**src/rtl/cpu8_pkg.sv**
```systemverilog
// Shared definitions for the 8-bit core: opcode values, instruction field
// positions and the fetch FSM state encoding.
package cpu8_pkg;

    localparam logic [1:0] OP_NOP   = 2'b00;
    localparam logic [1:0] OP_LOAD  = 2'b01;
    localparam logic [1:0] OP_STORE = 2'b10;
    localparam logic [1:0] OP_ALU   = 2'b11;

    localparam int OPC_MSB = 7;
    localparam int OPC_LSB = 6;
    localparam int RD_MSB  = 5;
    localparam int RD_LSB  = 4;
    localparam int RS_MSB  = 3;
    localparam int RS_LSB  = 2;
    localparam int IMM_MSB = 1;
    localparam int IMM_LSB = 0;

    typedef enum logic [1:0] {
        FS_IDLE  = 2'd0,
        FS_FETCH = 2'd1,
        FS_ISSUE = 2'd2
    } fetch_state_e;

endpackage

```
**src/rtl/instr_fetch_unit_if.sv**
```systemverilog
// Bus bundle of the fetch unit: instruction memory req/ack, issue to decode
// (valid/ready) and PC redirect from execute. "master" is the fetch unit side.
interface instr_fetch_unit_if #(
    parameter int ADDR_W  = 8,
    parameter int INSTR_W = 8
);
    logic               imem_req;
    logic [ADDR_W-1:0]  imem_addr;
    logic               imem_ack;
    logic [INSTR_W-1:0] imem_rdata;

    logic               instr_valid;
    logic               instr_ready;
    logic [INSTR_W-1:0] instr;
    logic [1:0]         opcode;
    logic [ADDR_W-1:0]  instr_pc;

    logic               redirect_valid;
    logic [ADDR_W-1:0]  redirect_pc;

    modport master (
        output imem_req, imem_addr,
        input  imem_ack, imem_rdata,
        output instr_valid, instr, opcode, instr_pc,
        input  instr_ready,
        input  redirect_valid, redirect_pc
    );

    modport slave (
        input  imem_req, imem_addr,
        output imem_ack, imem_rdata,
        input  instr_valid, instr, opcode, instr_pc,
        output instr_ready,
        output redirect_valid, redirect_pc
    );
endinterface

```
**src/rtl/fetch_pc_reg.sv**
```systemverilog
// Program counter: reset value, redirect load (wins over increment) and
// increment that wraps modulo 2^ADDR_W. Exposes the next value so the
// fetch FSM can capture the request address on the same edge.
module fetch_pc_reg #(
    parameter int                ADDR_W   = 8,
    parameter logic [ADDR_W-1:0] RESET_PC = '0
) (
    input  logic              clk,
    input  logic              rst_n,
    input  logic              load_i,
    input  logic [ADDR_W-1:0] load_val_i,
    input  logic              inc_i,
    output logic [ADDR_W-1:0] pc_o,
    output logic [ADDR_W-1:0] pc_d_o
);
    localparam logic [ADDR_W-1:0] PC_ONE = {{(ADDR_W-1){1'b0}}, 1'b1};

    logic [ADDR_W-1:0] pc_q;
    logic [ADDR_W-1:0] pc_d;

    // next PC: redirect beats increment
    always_comb begin
        pc_d = pc_q;
        if (load_i) begin
            pc_d = load_val_i;
        end else if (inc_i) begin
            pc_d = pc_q + PC_ONE;
        end
    end

    // PC register
    always_ff @(posedge clk or negedge rst_n) begin
        if (!rst_n) begin
            pc_q <= RESET_PC;
        end else begin
            pc_q <= pc_d;
        end
    end

    assign pc_o   = pc_q;
    assign pc_d_o = pc_d;
endmodule

```
**src/rtl/instr_fetch_unit.sv**
```systemverilog
// Fetch front end: one instruction in flight, fetched over req/ack and
// issued to decode over valid/ready, with PC redirects from execute.
//
// state    | meaning
// FS_IDLE  | no request; waits for enable
// FS_FETCH | imem_req high at imem_addr; waits for ack (kill drops stale data)
// FS_ISSUE | instr_valid high; holds instr until accepted or redirected
module instr_fetch_unit
    import cpu8_pkg::*;
#(
    parameter int                ADDR_W   = 8,
    parameter int                INSTR_W  = 8,
    parameter logic [ADDR_W-1:0] RESET_PC = '0,
    parameter int                CNT_W    = 16
) (
    input  logic                clk,
    input  logic                rst_n,
    input  logic                enable,
    instr_fetch_unit_if.master  bus,
    output logic [CNT_W-1:0]    issued_cnt
);
    localparam logic [CNT_W-1:0] CNT_ONE = {{(CNT_W-1){1'b0}}, 1'b1};

    fetch_state_e       state_q;
    logic               kill_q;
    logic [ADDR_W-1:0]  addr_q;
    logic [INSTR_W-1:0] instr_q;
    logic [ADDR_W-1:0]  instr_pc_q;
    logic               valid_q;
    logic [CNT_W-1:0]   cnt_q;

    logic [ADDR_W-1:0]  pc_q;
    logic [ADDR_W-1:0]  pc_d;
    logic               pc_inc;

    // a non-killed ack advances the PC; a same-cycle redirect overrides it
    assign pc_inc = (state_q == FS_FETCH) && bus.imem_ack && !kill_q;

    fetch_pc_reg #(
        .ADDR_W   (ADDR_W),
        .RESET_PC (RESET_PC)
    ) u_pc (
        .clk        (clk),
        .rst_n      (rst_n),
        .load_i     (bus.redirect_valid),
        .load_val_i (bus.redirect_pc),
        .inc_i      (pc_inc),
        .pc_o       (pc_q),
        .pc_d_o     (pc_d)
    );

    // fetch FSM; imem_addr is its own register so a redirect during an
    // outstanding request cannot disturb the address the memory is serving
    always_ff @(posedge clk or negedge rst_n) begin
        if (!rst_n) begin
            state_q    <= FS_IDLE;
            kill_q     <= 1'b0;
            addr_q     <= RESET_PC;
            instr_q    <= '0;
            instr_pc_q <= '0;
            valid_q    <= 1'b0;
            cnt_q      <= '0;
        end else begin
            case (state_q)
                FS_IDLE: begin
                    if (enable) begin
                        state_q <= FS_FETCH;
                        addr_q  <= pc_d;
                    end
                end
                FS_FETCH: begin
                    if (bus.imem_ack) begin
                        kill_q <= 1'b0;
                        if (!kill_q && !bus.redirect_valid) begin
                            state_q    <= FS_ISSUE;
                            instr_q    <= bus.imem_rdata;
                            instr_pc_q <= pc_q;
                            valid_q    <= 1'b1;
                        end else begin
                            // stale data dropped; re-request at the live PC
                            addr_q <= pc_d;
                        end
                    end else if (bus.redirect_valid) begin
                        kill_q <= 1'b1;
                    end
                end
                FS_ISSUE: begin
                    if (bus.instr_ready || bus.redirect_valid) begin
                        valid_q <= 1'b0;
                        if (bus.instr_ready) begin
                            cnt_q <= cnt_q + CNT_ONE;
                        end
                        if (enable) begin
                            state_q <= FS_FETCH;
                            addr_q  <= pc_d;
                        end else begin
                            state_q <= FS_IDLE;
                        end
                    end
                end
                default: begin
                    state_q <= FS_IDLE;
                end
            endcase
        end
    end

    assign bus.imem_req    = (state_q == FS_FETCH);
    assign bus.imem_addr   = addr_q;
    assign bus.instr_valid = valid_q;
    assign bus.instr       = instr_q;
    assign bus.opcode      = instr_q[INSTR_W-1 -: 2];
    assign bus.instr_pc    = instr_pc_q;
    assign issued_cnt      = cnt_q;
endmodule

```
**src/flat_wrapper.sv**
```systemverilog
// flat-port wrapper written by rule: the top's interface ports become plain ports
module instr_fetch_unit_flat import cpu8_pkg::*;
#(
    parameter int                ADDR_W   = 8,
    parameter int                INSTR_W  = 8,
    parameter logic [ADDR_W-1:0] RESET_PC = '0,
    parameter int                CNT_W    = 16
)
  (clk, rst_n, enable, issued_cnt, bus_imem_req, bus_imem_addr, bus_imem_ack, bus_imem_rdata, bus_instr_valid, bus_instr, bus_opcode, bus_instr_pc, bus_instr_ready, bus_redirect_valid, bus_redirect_pc);
  instr_fetch_unit_if #(.ADDR_W(ADDR_W), .INSTR_W(INSTR_W)) bus_i ();
  input  logic clk;
  input  logic rst_n;
  input  logic enable;
  output logic [CNT_W-1:0] issued_cnt;
  output wire logic [$bits(bus_i.imem_req)-1:0] bus_imem_req;
  output wire logic [$bits(bus_i.imem_addr)-1:0] bus_imem_addr;
  input wire logic [$bits(bus_i.imem_ack)-1:0] bus_imem_ack;
  input wire logic [$bits(bus_i.imem_rdata)-1:0] bus_imem_rdata;
  output wire logic [$bits(bus_i.instr_valid)-1:0] bus_instr_valid;
  output wire logic [$bits(bus_i.instr)-1:0] bus_instr;
  output wire logic [$bits(bus_i.opcode)-1:0] bus_opcode;
  output wire logic [$bits(bus_i.instr_pc)-1:0] bus_instr_pc;
  input wire logic [$bits(bus_i.instr_ready)-1:0] bus_instr_ready;
  input wire logic [$bits(bus_i.redirect_valid)-1:0] bus_redirect_valid;
  input wire logic [$bits(bus_i.redirect_pc)-1:0] bus_redirect_pc;
  assign bus_imem_req = bus_i.imem_req;
  assign bus_imem_addr = bus_i.imem_addr;
  assign bus_i.imem_ack = bus_imem_ack;
  assign bus_i.imem_rdata = bus_imem_rdata;
  assign bus_instr_valid = bus_i.instr_valid;
  assign bus_instr = bus_i.instr;
  assign bus_opcode = bus_i.opcode;
  assign bus_instr_pc = bus_i.instr_pc;
  assign bus_i.instr_ready = bus_instr_ready;
  assign bus_i.redirect_valid = bus_redirect_valid;
  assign bus_i.redirect_pc = bus_redirect_pc;
  instr_fetch_unit #(.ADDR_W(ADDR_W), .INSTR_W(INSTR_W), .RESET_PC(RESET_PC), .CNT_W(CNT_W)) u_core (.clk(clk), .rst_n(rst_n), .enable(enable), .bus(bus_i), .issued_cnt(issued_cnt));
endmodule
```
**config.mk**
```make
export PLATFORM = sky130hd
export DESIGN_NAME = instr_fetch_unit_flat
export DESIGN_NICKNAME = d
export VERILOG_FILES = /design/src/rtl/cpu8_pkg.sv /design/src/rtl/instr_fetch_unit_if.sv /design/src/rtl/fetch_pc_reg.sv /design/src/rtl/instr_fetch_unit.sv /design/src/flat_wrapper.sv
export SDC_FILE = /design/constraint.sdc
export NUM_CORES = 1
export LEC_CHECK = 0
export ABC_AREA = 1
export CAP_MARGIN = 20
export CORE_MARGIN = 4
export CORE_UTILIZATION = 52
export CTS_CLUSTER_SIZE = 30
export DETAILED_ROUTE_END_ITERATION = 12
export PLACE_DENSITY_LB_ADDON = 0.3
export SLEW_MARGIN = 15
export SYNTH_ARGS = -nofsm -noshare
export SYNTH_HDL_FRONTEND = slang
export SYNTH_HIERARCHICAL = 1
export SYNTH_SLANG_ARGS = --single-unit
```
**constraint.sdc**
```tcl
create_clock -name clk -period 3 [get_ports clk]
set_clock_uncertainty 0.2 [all_clocks]
set_input_delay 0.6 -clock clk [delete_from_list [all_inputs] [get_ports clk]]
set_output_delay 0.6 -clock clk [all_outputs]
set_load 0.02 [all_outputs]
```
==> impl_metrics.tcl <==
# flow metrics
set metrics [dict create \
    cts.repair_timing.setup_buffer_count 0 \
    worst-setup-path-type "reg2out" \
    yosys.area_share.xor_xnor 0.03462 \
    cp-endpoint "bus_imem_req" \
    power-top-group "combinational logic" \
    detail_route.wl_per_cell_um 13.55 \
    synthesis.nets 324 \
    pg_seq_w 0.00108 \
    power.switching_w 0.001174 \
    drc 0 \
    tightest_slew_ns 0.7035 \
    crit_arrival_ns 1.88 \
    drt_iter0_markers 167 \
    post-route-worst-setup-slack_ns 0.3192 \
    fin_cells 438 \
    place_inst 430 \
    synth_area_per_cell_sq_um 8.433 \
    largest_register_ffs 16 \
    detailroute.wirelength.met3_um 365 \
    nonClockInverterCount 31 \
    mappedNetlistArea_sq_mm 0.002530 \
    grt.total_usage 0.2151 \
    post_synth_edffs 0 \
    m1WireLength_mm 2.699 \
    worst-path-buf-inv 1 \
    total_leakage_power_nw 1.668 \
    cts-hold-fix-buffers 0 \
    num_io_pins 66 \
    grt_overflow_total 0 \
    hold_viol 0 \
    reg2regPathDepth 10 \
    final.hold.worst_slack_ns 0.1198 \
    global_route.usage.met3 0.04524 \
    post-route-cell-area_sq_mm 0.003395 \
    intPower_w 0.001905 \
    postRouteAntennaNets 0 \
    setup-tns-final_ns 0 \
    flow.area_growth_from_synthesis_pct 34.17 \
    comb_power_share 0.437 \
    layout_top_cells_excl_fill_tap "102 x nand2_1, 64 x clkdlybuf4s50_1, 52 x dfrtp_1, 37 x nand3_1, 29 x inv_1" \
    grtUsageMet2 0.3416 \
    yosysChipArea_sq_mm 0.002530 \
    final_net_count 394 \
    post_cts_resized 0 \
    result_of_the_run "completed" \
    antenna_found_initial 0 \
]
Figure 1. Routed metal, one colour a layer.
The bar under the picture is 20 um long.
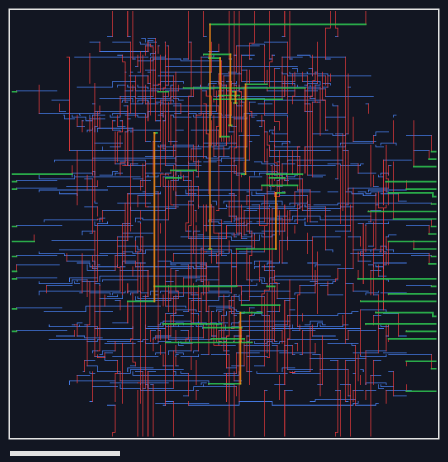
legend:
  red:
    layer: met2
    wire_length: 2730 um
  blue:
    layer: met1
    wire_length: 2700 um
  green:
    layer: met3
    wire_length: 366 um
  orange:
    layer: met4
    wire_length: 140 um

Figure 2. The clock network.
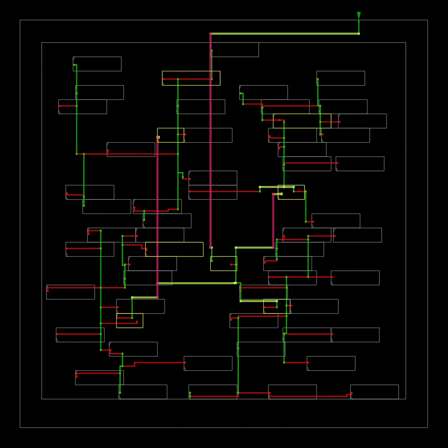
number of clock sinks seen by CTS: 52
Clk. pwr: 0.000654 W
Flops: 52
clk latency late pin: 0.31 ns

Figure 3. Wires at chosen ports, followed through buffers.
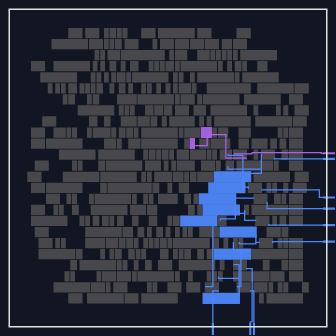
legend:
  blue:
    port: bus_instr_pc
    bits: 8
    direction: output
    edge: 5 right, 3 bottom
    end_cells: 8
    buffers: 8
    wire: 212 um
  purple:
    port: enable
    bits: 1
    direction: input
    edge: right
    end_cells: 2
    buffers: 1
    wire: 46.1 um

Power and IR drop assume default switching activity.
